floorplan.png
Drawn at 4 px/µm. Pins as bars on the die edge.
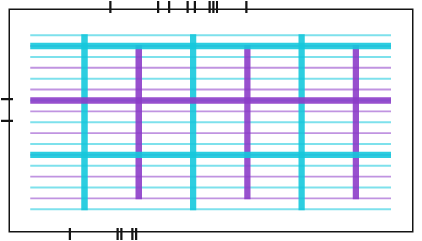
ff_map.png
Drawn at 6 px/µm. Other sequential cells in the stronger gray, the rest of the logic in the fainter gray.
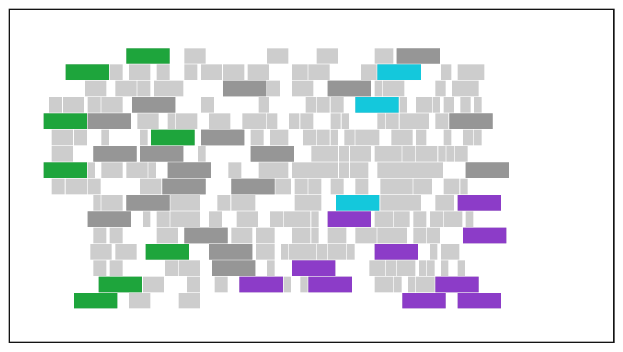
<file path="src/rtl/fsk_pkg.sv">
// fsk_pkg -- shared definitions for the FSK frame receiver.
//   state_t          receiver FSM states
//   DEF_BIT_CYCLES   default clk cycles per bit (50 kbit/s at 50 MHz)
//   DEF_DATA_BITS    default payload bits per frame
//   IDLE_LEVEL       line level while no frame is on the wire
package fsk_pkg;

   typedef enum logic [2:0] {
      IDLE,
      START,
      DATA,
      STOP,
      WAIT_IDLE
   } state_t;

   localparam int   DEF_BIT_CYCLES = 1000;
   localparam int   DEF_DATA_BITS  = 8;
   localparam logic IDLE_LEVEL     = 1'b1;

endpackage

</file>
<file path="src/rtl/fsk_bit_vote.sv">
// fsk_bit_vote -- input synchronizer and 3-sample majority bit decision.
//   clk, rst    system clock, synchronous active-high reset
//   data_in     asynchronous demodulated line (idle high)
//   cnt         current bit-counter value from the frame FSM
//   sync        synchronized line level
//   fall        synchronized 1->0 transition seen this cycle
//   vote        majority of samples at cnt = mid-1, mid, mid+1
//   vote_done   high in the cycle the third sample is taken (vote valid)
module fsk_bit_vote
   import fsk_pkg::*;
#(
   parameter int BIT_CYCLES = DEF_BIT_CYCLES,
   parameter int CW         = $clog2(BIT_CYCLES)
) (
   input  logic          clk,
   input  logic          rst,
   input  logic          data_in,
   input  logic [CW-1:0] cnt,
   output logic          sync,
   output logic          fall,
   output logic          vote,
   output logic          vote_done
);

   localparam logic [CW-1:0] SAMPLE_0 = CW'(BIT_CYCLES / 2 - 1);
   localparam logic [CW-1:0] SAMPLE_1 = CW'(BIT_CYCLES / 2);
   localparam logic [CW-1:0] SAMPLE_2 = CW'(BIT_CYCLES / 2 + 1);

   logic meta;
   logic sync_d;
   logic s0;
   logic s1;

   // NOTE: sequential state is written with non-blocking assignments so every
   // flop samples the pre-edge value of its neighbour; with blocking '=' the
   // two synchronizer stages would collapse into a single flop.
   always_ff @(posedge clk) begin
      if (rst) begin
         meta   <= IDLE_LEVEL;
         sync   <= IDLE_LEVEL;
         sync_d <= IDLE_LEVEL;
         s0     <= IDLE_LEVEL;
         s1     <= IDLE_LEVEL;
      end else begin
         meta   <= data_in;
         sync   <= meta;
         sync_d <= sync;
         if (cnt == SAMPLE_0) s0 <= sync;
         if (cnt == SAMPLE_1) s1 <= sync;
      end
   end

   // Third sample is the live synchronized level, so the decision is ready
   // in the same cycle it is taken.
   assign vote      = (s0 & s1) | (s0 & sync) | (s1 & sync);
   assign vote_done = (cnt == SAMPLE_2);
   assign fall      = sync_d & ~sync;

endmodule

</file>
<file path="src/rtl/fsk_frame_rx.sv">
// fsk_frame_rx -- asynchronous-frame receiver for the FSK modem bit stream.
// Frame: start 0, DATA_BITS payload bits LSB first, stop 1.
//   clk, rst    system clock, synchronous active-high reset
//   enable      receiver enable; low aborts any frame in progress
//   data_in     asynchronous demodulated line (idle high)
//   rx_data     received byte, valid while rx_valid is high
//   rx_valid    rx_data holds an unconsumed byte
//   rx_ready    consumer accepts rx_data (transfer on rx_valid && rx_ready)
//   frame_err   one-cycle pulse: stop bit sampled low
//   overrun     one-cycle pulse: good byte dropped because buffer was full
module fsk_frame_rx
   import fsk_pkg::*;
#(
   parameter int BIT_CYCLES = DEF_BIT_CYCLES,
   parameter int DATA_BITS  = DEF_DATA_BITS
) (
   input  logic                 clk,
   input  logic                 rst,
   input  logic                 enable,
   input  logic                 data_in,
   output logic [DATA_BITS-1:0] rx_data,
   output logic                 rx_valid,
   input  logic                 rx_ready,
   output logic                 frame_err,
   output logic                 overrun
);

   localparam int CW = $clog2(BIT_CYCLES);
   localparam int IW = (DATA_BITS > 1) ? $clog2(DATA_BITS) : 1;

   state_t               state;
   logic [CW-1:0]        cnt;
   logic [IW-1:0]        bit_idx;
   logic [DATA_BITS-1:0] shreg;

   logic sync;
   logic fall;
   logic vote;
   logic vote_done;
   logic good_stop;
   logic load;

   fsk_bit_vote #(
      .BIT_CYCLES (BIT_CYCLES),
      .CW         (CW)
   ) u_vote (
      .clk       (clk),
      .rst       (rst),
      .data_in   (data_in),
      .cnt       (cnt),
      .sync      (sync),
      .fall      (fall),
      .vote      (vote),
      .vote_done (vote_done)
   );

   assign good_stop = enable && (state == STOP) && vote_done && vote;
   // A byte lands only if the buffer is empty or being drained this cycle.
   assign load      = good_stop && (!rx_valid || rx_ready);

   always_ff @(posedge clk) begin
      if (rst) begin
         state     <= IDLE;
         cnt       <= '0;
         bit_idx   <= '0;
         shreg     <= '0;
         rx_data   <= '0;
         rx_valid  <= 1'b0;
         frame_err <= 1'b0;
         overrun   <= 1'b0;
      end else begin
         frame_err <= 1'b0;
         overrun   <= 1'b0;

         // Output buffer runs regardless of enable.
         if (load) begin
            rx_data  <= shreg;
            rx_valid <= 1'b1;
         end else if (rx_valid && rx_ready) begin
            rx_valid <= 1'b0;
         end
         if (good_stop && rx_valid && !rx_ready) overrun <= 1'b1;

         if (!enable) begin
            state   <= IDLE;
            cnt     <= '0;
            bit_idx <= '0;
         end else begin
            // Free-running bit timer while a frame is in progress; its wrap
            // is the bit boundary, so START->DATA needs no explicit restart.
            if (state == START || state == DATA || state == STOP)
               cnt <= (cnt == CW'(BIT_CYCLES - 1)) ? '0 : cnt + 1'b1;
            else
               cnt <= '0;

            case (state)
               IDLE: begin
                  if (fall) begin
                     state <= START;
                     cnt   <= '0;
                  end
               end
               START: begin
                  if (vote_done) begin
                     if (!vote) begin
                        state   <= DATA;
                        bit_idx <= '0;
                     end else begin
                        state   <= IDLE;
                     end
                  end
               end
               DATA: begin
                  if (vote_done) begin
                     shreg <= (shreg >> 1) | (DATA_BITS'(vote) << (DATA_BITS - 1));
                     if (bit_idx == IW'(DATA_BITS - 1)) state <= STOP;
                     else bit_idx <= bit_idx + 1'b1;
                  end
               end
               STOP: begin
                  // Leave right after the vote so a start edge in the second
                  // half of the stop bit is already caught by IDLE.
                  if (vote_done) begin
                     if (vote) begin
                        state     <= IDLE;
                     end else begin
                        frame_err <= 1'b1;
                        state     <= WAIT_IDLE;
                     end
                  end
               end
               WAIT_IDLE: begin
                  // A held-low break must not look like a new start edge.
                  if (sync) state <= IDLE;
               end
               default: state <= IDLE;
            endcase
         end
      end
   end

endmodule

</file>
<file path="config.mk">
export PLATFORM = sky130hd
export DESIGN_NAME = fsk_frame_rx
export DESIGN_NICKNAME = d
export VERILOG_FILES = /design/src/rtl/fsk_pkg.sv /design/src/rtl/fsk_bit_vote.sv /design/src/rtl/fsk_frame_rx.sv
export SDC_FILE = /design/constraint.sdc
export NUM_CORES = 1
export LEC_CHECK = 0
export CAP_MARGIN = 20
export CORE_ASPECT_RATIO = 0.5
export CORE_MARGIN = 5
export CORE_UTILIZATION = 46
export DETAILED_ROUTE_END_ITERATION = 8
export PLACE_DENSITY = 0.7
export SLEW_MARGIN = 20
export SYNTH_ARGS = -nofsm -noshare
export SYNTH_HDL_FRONTEND = slang
export SYNTH_SLANG_ARGS = --single-unit
</file>
<file path="constraint.sdc">
create_clock -name clk -period 2.2 [get_ports clk]
set_input_delay 0.44 -clock clk [delete_from_list [all_inputs] [get_ports clk]]
set_output_delay 0.44 -clock clk [all_outputs]
set_load 0.01 [all_outputs]
</file>
==> summary.txt <==
Synthesis and place-and-route results.

- The flow reported a cell area power density of 643 nW/µm².
- The number of search-and-repair iterations in the first detailed-routing pass is 4.
- VDD sags by at most 0.274 mV.
- The depth of the most critical reg-to-reg path is 4.
- The H-tree depth reported by CTS is 2.
- The final setup TNS is 0 ns.
- The via density per instance is 5.13.
- Of the synthesized area, sequential elements account for 42.5%.
- Global routing used 13.5% of the available tracks across all layers.
- By instance count after routing, the leading logic cell type is dfxtp_1.
- The total cell area reported by yosys after synthesis is 1880 µm².
- The required time reported for the critical path endpoint is 2.39 ns.
- The setup-violating endpoint count in the final report is 0.
- The number of routed nets with antenna violations is 0.
- Looking at the clock tree report, the maximum root-to-sink buffer count equals 2.
- The layout summary lists the proportion of cells stronger than drive strength 1 as 11.3%.
- The standard cell area after detailed placement is 2070 µm².
- The number of cells in Yosys stat is 196.
- The number of buffers added to fix hold violations after cts is 0.
- The area of the chip is 5550 µm².
- The count of nets after finishing is 221.
- Ranking logic cells in the layout by count gives the top entries dfxtp_1 (40), nand2b_1 (23), nor2_1 (21).
- The flow ran to the end, and the final reports show no timing, DRC or antenna violations.
- The detailed router used layers up to and including met4.
- For the pin with the worst max-slew slack, the measured transition is 0.466 ns.
- The initial antenna violation count was 0.
- Synthesis handed over a netlist of 196 instances.
- The row count is 16.
- The total number of clock tree sinks is 40.
- The detailed-route wire length per cell is 12.8 µm.
- The post-synth tally of flip-flops with integrated enable is 0.
- The area of the mapped netlist is 1880 µm².
- Hold is met by 0.422 ns.
- The final layout report lists a non-clock inverter count of 6.
- The routed length on met2 is 1.58 mm.
- The number of logic gates is 141.
- The dominant kind of cell is logic gates.
- Registers take 801 µm².
- The number of warning messages in the yosys log is 0.
- Summed over all layers, the global routing overflow is 0.
- Routing resource usage on met3 recorded by global route was 4.15%.
- The design has 40 sequential cells.
- Post-route period utilization is reported as 83.9%.
- The final cell count without fillers is 266.
- The post-CTS resize count is 0.
- The number of buffers added for setup after CTS is 0.
- The pin count of the biggest net entering global routing is 31.
- The cell at the root of the clock tree is clkbuf_8.
Back to the opening pictures, floorplan.png:
[VDD] purple
[VSS] cyan
rows: 16
signal pins: 16
met5 straps: 3
met1 rails: 17

Back to the opening pictures, ff_map.png:
[`state`] cyan | sequential cells: 3
[`cnt`] purple | sequential cells: 10
[`rx_data`] green | sequential cells: 8
sequential share of cell area: 36.6%
share of the core filled with cells in the final layout: 55.8%
Seq group: 730 µW

-- flip-flops by register name, summed over array words and instances, names as in the netlist, 3 cells and up --
| signal | count |
|---|---|
| cnt | 10 |
| state | 3 |
| shreg | 8 |
| rx_data | 8 |
| bit_idx | 3 |
-- power by group --
group / internal, mW / leakage (nW) / total [mW] / switching [mW]
clock: 0.371 / 0.0614 / 0.637 / 0.266
sequential: 0.726 / 0.323 / 0.730 / 0.00354
combinational: 0.0222 / 0.345 / 0.0413 / 0.0191
total: 1.12 / 0.730 / 1.41 / 0.288
-- path summary, 6_finish.rpt --
| check | end | slack [ns] |
|---|---|---|
| setup / recovery | state[2] | 0.35 |
| hold / removal | u_vote.sync | 0.42 |
| setup reg to reg | state[2] | 0.35 |
| hold reg to reg | u_vote.sync | 0.42 |
-- synthesized netlist by cell type, types with 2 or more instances --
master	n	area, µm²
dfxtp_1	40	801
nand2b_1	23	144
or2_2	3	18.8
and3_1	4	25.0
mux2i_1	19	190
buf_2	4	20.0
nor3_1	3	15.0
nor3b_1	2	15.0
and4_1	3	26.3
nand2_1	8	30.0
ha_1	5	62.6
nand4_1	5	31.3
xnor2_1	2	17.5
nor2_1	21	78.8
inv_1	6	22.5
nand3_1	7	35.0
a21oi_1	3	15.0
nand4b_1	2	17.5
nor2b_1	2	12.5
o21ai_0	3	15.0
xor2_1	6	52.6
clkbuf_1	3	11.3
-- cell families after synthesis --
family	synth area share, %
multiplexers	10.7
AND-OR/OR-AND	6.71
buffers and inverters	3.85
flip-flops	42.5
XOR/XNOR	3.72
AND/OR/NAND/NOR	28.6
adder cells (fa/ha/maj)	3.92
-- worst max-delay path, cell delays in order, from the launching register on --
cell and delay (ns):
dfxtp_1 0.44, and4_1 0.45, nand3_1 0.15, a211oi_2 0.33
mux2_2 0.37
Power is estimated from default activity; no workload was simulated.
